## src/rtl/wb_dp_pkg.sv

```systemverilog
// Shared constants and types for the Wishbone add-engine responder: register map,
// CTRL/STATUS field positions and the engine sequencer states.
package wb_dp_pkg;

  localparam logic [11:0] OFS_REG_LO = 12'h000;
  localparam logic [11:0] OFS_REG_HI = 12'h07C;
  localparam logic [11:0] OFS_CTRL   = 12'h100;
  localparam logic [11:0] OFS_STATUS = 12'h104;
  localparam logic [11:0] OFS_RESULT = 12'h108;
  localparam logic [11:0] OFS_IRQEN  = 12'h10C;

  localparam int unsigned CTRL_RS1_LSB   = 0;
  localparam int unsigned CTRL_RS2_LSB   = 5;
  localparam int unsigned CTRL_RD_LSB    = 10;
  localparam int unsigned CTRL_START_BIT = 31;

  localparam int unsigned STATUS_BUSY_BIT    = 0;
  localparam int unsigned STATUS_DONE_BIT    = 1;
  localparam int unsigned STATUS_CARRY_BIT   = 2;
  localparam int unsigned STATUS_OVERRUN_BIT = 3;
  localparam int unsigned IRQEN_BIT          = 0;

  typedef enum logic [2:0] {
    StIdle,
    StOpA,
    StOpB,
    StExec,
    StWb
  } dp_state_e;

endpackage

```

## src/rtl/wb_datapath_responder_regfile.sv

```systemverilog
// NREGS x DW register file: synchronous clear, two combinational read ports and one
// byte-masked write port. Entry 0 is never written, so it always reads zero.
module dp_regfile #(
  parameter int unsigned NREGS = 32,
  parameter int unsigned DW    = 32,
  parameter int unsigned AW    = 5
) (
  input  logic            clk_i,
  input  logic            rst_i,
  input  logic [AW-1:0]   raddr_a_i,
  output logic [DW-1:0]   rdata_a_o,
  input  logic [AW-1:0]   raddr_b_i,
  output logic [DW-1:0]   rdata_b_o,
  input  logic            we_i,
  input  logic [AW-1:0]   waddr_i,
  input  logic [DW/8-1:0] wmask_i,
  input  logic [DW-1:0]   wdata_i
);

  logic [DW-1:0] mem_q [NREGS];

  always_ff @(posedge clk_i) begin
    if (rst_i) begin
      mem_q <= '{default: '0};
    end else if (we_i && (waddr_i != '0)) begin
      for (int unsigned b = 0; b < DW / 8; b++) begin
        if (wmask_i[b]) begin
          mem_q[waddr_i][8*b +: 8] <= wdata_i[8*b +: 8];
        end
      end
    end
  end

  assign rdata_a_o = mem_q[raddr_a_i];
  assign rdata_b_o = mem_q[raddr_b_i];

endmodule

```

## src/rtl/wb_datapath_responder.sv

```systemverilog
// Wishbone classic slave exposing a register file and a sequenced rd = rs1 + rs2 engine
// with done/overrun status and a level interrupt.
module wb_datapath_responder
  import wb_dp_pkg::*;
#(
  parameter logic [31:0] BASE_ADDR = 32'h3000_0000,
  parameter int unsigned NREGS     = 32,
  parameter int unsigned DW        = 32
) (
  input  logic            wb_clk_i,
  input  logic            wb_rst_i,
  input  logic            wbs_stb_i,
  input  logic            wbs_cyc_i,
  input  logic            wbs_we_i,
  input  logic [DW/8-1:0] wbs_sel_i,
  input  logic [DW-1:0]   wbs_dat_i,
  input  logic [31:0]     wbs_adr_i,
  output logic            wbs_ack_o,
  output logic [DW-1:0]   wbs_dat_o,
  output logic            irq_o
);

  localparam int unsigned AW = (NREGS > 1) ? $clog2(NREGS) : 1;

  dp_state_e     state_q, state_d;
  logic          ack_q, launch_q, done_q, done_d, overrun_q, overrun_d;
  logic          carry_q, irq_en_q, irq_q;
  logic [DW-1:0] dat_q, op_a_q, op_b_q, result_q, rdata;
  logic [AW-1:0] rs1_q, rs2_q, rd_q;
  logic [DW:0]   sum;

  logic [9:0]    wofs, reg_word;
  logic          hit, req, reg_sel, busy, service, bus_wr, ctrl_wr, launch, overrun_set;
  logic          status_wr, irqen_wr, unused_adr;
  logic          rf_we;
  logic [AW-1:0] rf_raddr_a, rf_waddr, reg_idx;
  logic [DW-1:0] rf_rdata_a, rf_rdata_b, rf_wdata;
  logic [DW/8-1:0] rf_wmask;

  assign unused_adr = ^wbs_adr_i[1:0];
  assign wofs       = wbs_adr_i[11:2];
  assign reg_word   = wofs - OFS_REG_LO[11:2];
  assign reg_idx    = reg_word[AW-1:0];
  assign hit        = wbs_adr_i[31:12] == BASE_ADDR[31:12];
  assign reg_sel    = (reg_word <= (OFS_REG_HI[11:2] - OFS_REG_LO[11:2])) &&
                      (32'(reg_word) < NREGS);
  assign req        = wbs_cyc_i & wbs_stb_i & hit;
  // A launch pending on the ack cycle counts as busy so no bus access can slip in.
  assign busy       = (state_q != StIdle) | launch_q;
  assign service    = req & ~ack_q & ~(reg_sel & busy);
  assign bus_wr     = service & wbs_we_i;
  assign ctrl_wr    = bus_wr & (wofs == OFS_CTRL[11:2]) & wbs_dat_i[CTRL_START_BIT];
  assign launch     = ctrl_wr & ~busy;
  assign overrun_set = ctrl_wr & busy;
  assign status_wr  = bus_wr & (wofs == OFS_STATUS[11:2]);
  assign irqen_wr   = bus_wr & (wofs == OFS_IRQEN[11:2]);
  assign sum        = {1'b0, op_a_q} + {1'b0, op_b_q};

  always_comb begin
    state_d = state_q;
    unique case (state_q)
      StIdle:  if (launch_q) state_d = StOpA;
      StOpA:   state_d = StOpB;
      StOpB:   state_d = StExec;
      StExec:  state_d = StWb;
      StWb:    state_d = StIdle;
      default: state_d = StIdle;
    endcase
  end

  // Set beats a same-cycle write-one-to-clear.
  always_comb begin
    done_d    = done_q;
    overrun_d = overrun_q;
    if (status_wr && wbs_dat_i[STATUS_DONE_BIT])    done_d    = 1'b0;
    if (status_wr && wbs_dat_i[STATUS_OVERRUN_BIT]) overrun_d = 1'b0;
    if (state_q == StExec) done_d    = 1'b1;
    if (overrun_set)       overrun_d = 1'b1;
  end

  always_comb begin
    rdata = '0;
    if (reg_sel) begin
      rdata = rf_rdata_a;
    end else begin
      case (wofs)
        OFS_STATUS[11:2]: begin
          rdata[STATUS_BUSY_BIT]    = state_q != StIdle;
          rdata[STATUS_DONE_BIT]    = done_q;
          rdata[STATUS_CARRY_BIT]   = carry_q;
          rdata[STATUS_OVERRUN_BIT] = overrun_q;
        end
        OFS_RESULT[11:2]: rdata = result_q;
        OFS_IRQEN[11:2]:  rdata[IRQEN_BIT] = irq_en_q;
        default:          rdata = '0;
      endcase
    end
  end

  // Bus REG access stalls while busy, so writeback never collides with a bus write.
  always_comb begin
    rf_raddr_a = launch_q ? rs1_q : reg_idx;
    rf_we      = (state_q == StExec) | (bus_wr & reg_sel);
    rf_waddr   = (state_q == StExec) ? rd_q : reg_idx;
    rf_wmask   = (state_q == StExec) ? '1 : wbs_sel_i;
    rf_wdata   = (state_q == StExec) ? result_q : wbs_dat_i;
  end

  always_ff @(posedge wb_clk_i) begin
    if (wb_rst_i) begin
      state_q   <= StIdle;
      ack_q     <= 1'b0;
      dat_q     <= '0;
      launch_q  <= 1'b0;
      rs1_q     <= '0;
      rs2_q     <= '0;
      rd_q      <= '0;
      op_a_q    <= '0;
      op_b_q    <= '0;
      result_q  <= '0;
      carry_q   <= 1'b0;
      done_q    <= 1'b0;
      overrun_q <= 1'b0;
      irq_en_q  <= 1'b0;
      irq_q     <= 1'b0;
    end else begin
      state_q   <= state_d;
      ack_q     <= service;
      dat_q     <= (service && !wbs_we_i) ? rdata : '0;
      launch_q  <= launch;
      done_q    <= done_d;
      overrun_q <= overrun_d;
      irq_q     <= done_q & irq_en_q;
      if (launch) begin
        rs1_q <= wbs_dat_i[CTRL_RS1_LSB +: AW];
        rs2_q <= wbs_dat_i[CTRL_RS2_LSB +: AW];
        rd_q  <= wbs_dat_i[CTRL_RD_LSB +: AW];
      end
      if (state_q == StIdle && launch_q) op_a_q <= rf_rdata_a;
      if (state_q == StOpA) op_b_q <= rf_rdata_b;
      if (state_q == StOpB) {carry_q, result_q} <= sum;
      if (irqen_wr) irq_en_q <= wbs_dat_i[IRQEN_BIT];
    end
  end

  dp_regfile #(
    .NREGS(NREGS),
    .DW   (DW),
    .AW   (AW)
  ) u_regfile (
    .clk_i    (wb_clk_i),
    .rst_i    (wb_rst_i),
    .raddr_a_i(rf_raddr_a),
    .rdata_a_o(rf_rdata_a),
    .raddr_b_i(rs2_q),
    .rdata_b_o(rf_rdata_b),
    .we_i     (rf_we),
    .waddr_i  (rf_waddr),
    .wmask_i  (rf_wmask),
    .wdata_i  (rf_wdata)
  );

  assign wbs_ack_o = ack_q;
  assign wbs_dat_o = dat_q;
  assign irq_o     = irq_q;

endmodule

```

## config.mk

```make
export PLATFORM = sky130hd
export DESIGN_NAME = wb_datapath_responder
export DESIGN_NICKNAME = d
export VERILOG_FILES = /design/src/rtl/wb_dp_pkg.sv /design/src/rtl/wb_datapath_responder_regfile.sv /design/src/rtl/wb_datapath_responder.sv
export SDC_FILE = /design/constraint.sdc
export NUM_CORES = 2
export LEC_CHECK = 0
export CELL_PAD_IN_SITES_DETAIL_PLACEMENT = 1
export CELL_PAD_IN_SITES_GLOBAL_PLACEMENT = 1
export CORE_ASPECT_RATIO = 0.7
export CORE_MARGIN = 8
export CORE_UTILIZATION = 48
export CTS_CLUSTER_DIAMETER = 40
export DETAILED_ROUTE_END_ITERATION = 7
export PLACE_DENSITY_LB_ADDON = 0.1
export SYNTH_ARGS = -nofsm -noshare
export SYNTH_HDL_FRONTEND = slang
export SYNTH_HIERARCHICAL = 1
export SYNTH_SLANG_ARGS = --single-unit
```

## constraint.sdc

```tcl
create_clock -name wb_clk_i -period 4.1 [get_ports wb_clk_i]
set_input_delay 0.82 -clock wb_clk_i [delete_from_list [all_inputs] [get_ports wb_clk_i]]
set_output_delay 0.82 -clock wb_clk_i [all_outputs]
set_load 0.005 [all_outputs]
```

### M2 wires

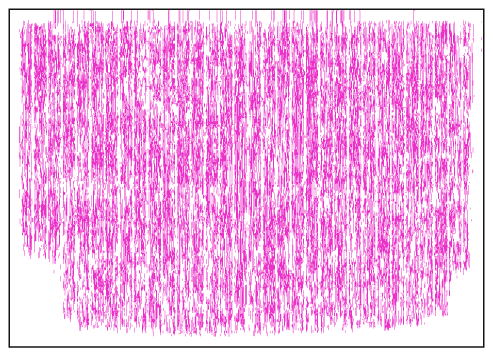
nets with wire on the layer: 6,834
main direction: vertical
longest straight run: 122 um
wire length on this layer: 114 mm
share of all routed wire: 43%

### M1 wires

Cells faint in the background.
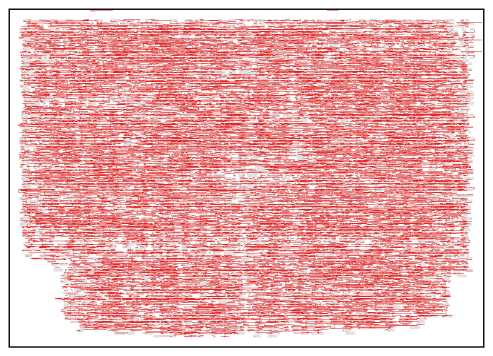
main direction: horizontal
longest straight run: 138 um
wire length on this layer: 114 mm

### Routing congestion map

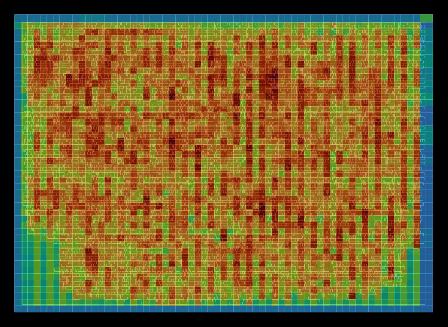
met1 Resource Use GR: 48.7%
WL/cell: 27.1 um
met3 GRT Util: 6.61%
M2 GR Usage: 52.8%

[registers in the layout (all words and copies together), names as in the netlist, 3 cells and up]
name and cells:
rs1_q 5, op_a_q 32, wbs_dat_o 32, state_q 3
rs2_q 5, op_b_q 32, result_q 32, rd_q 5
u_regfile/mem_q 1024
[power breakdown]
part / internal, mW / leakage [nW] / switching (mW)
clock: 8.42 / 2.55 / 5.72
sequential: 11.4 / 9.47 / 0.0162
combinational: 0.496 / 12.7 / 1.43
[worst max-delay path, cell delays in order (launching register included)]
cell and delay (ps):
dfxtp_1 490, nand3b_1 290, buf_4 660, mux2_2 570, nor2b_1 170, buf_4 200, nand3_4 100, buf_12 230
nor2_1 210, buf_4 170, nand2_1 60, a21oi_1 240
==> flow_metrics.py <==
# Metrics from the implementation run
metrics = {
    "synth": {
        "ys_sh_simple_pct": 16.3,
        "ff_type": "dfxtp_1",
        "synthAoiAreaFrac_pct": 22.6,
        "edf_count": 0,
        "syn-cell-area_um2": 62800,
        "topCombFamilyByArea": "AND-OR/OR-AND gates",
    },
    "setup_path": {
        "critPathLaunchType": "flip-flop",
        "cp-end-kind": "flip-flop",
    },
    "worst_hold_path": {
        "hold_end": "u_regfile/mem_q[603]",
    },
    "timing": {
        "fin_tns_setup_ps": 0,
        "setup_viol": 0,
    },
    "final_layout": {
        "clockNetworkAreaShare_pct": 7.26,
        "logic_gate_count": 5949,
        "flops": 1177,
    },
    "clock_tree": {
        "cts_resized": 0,
    },
    "power": {
        "worst_ir_drop_vdd_mv": 0.370,
    },
    "status": {
        "status": "finished clean",
    },
    "floorplan": {
        "initial_utilization_pct": 48.2,
        "die_area_um2": 143000,
    },
    "place": {
        "postPlaceCellArea_um2": 67500,
    },
}
No activity file was given, so power comes from the tool's default toggle rates.
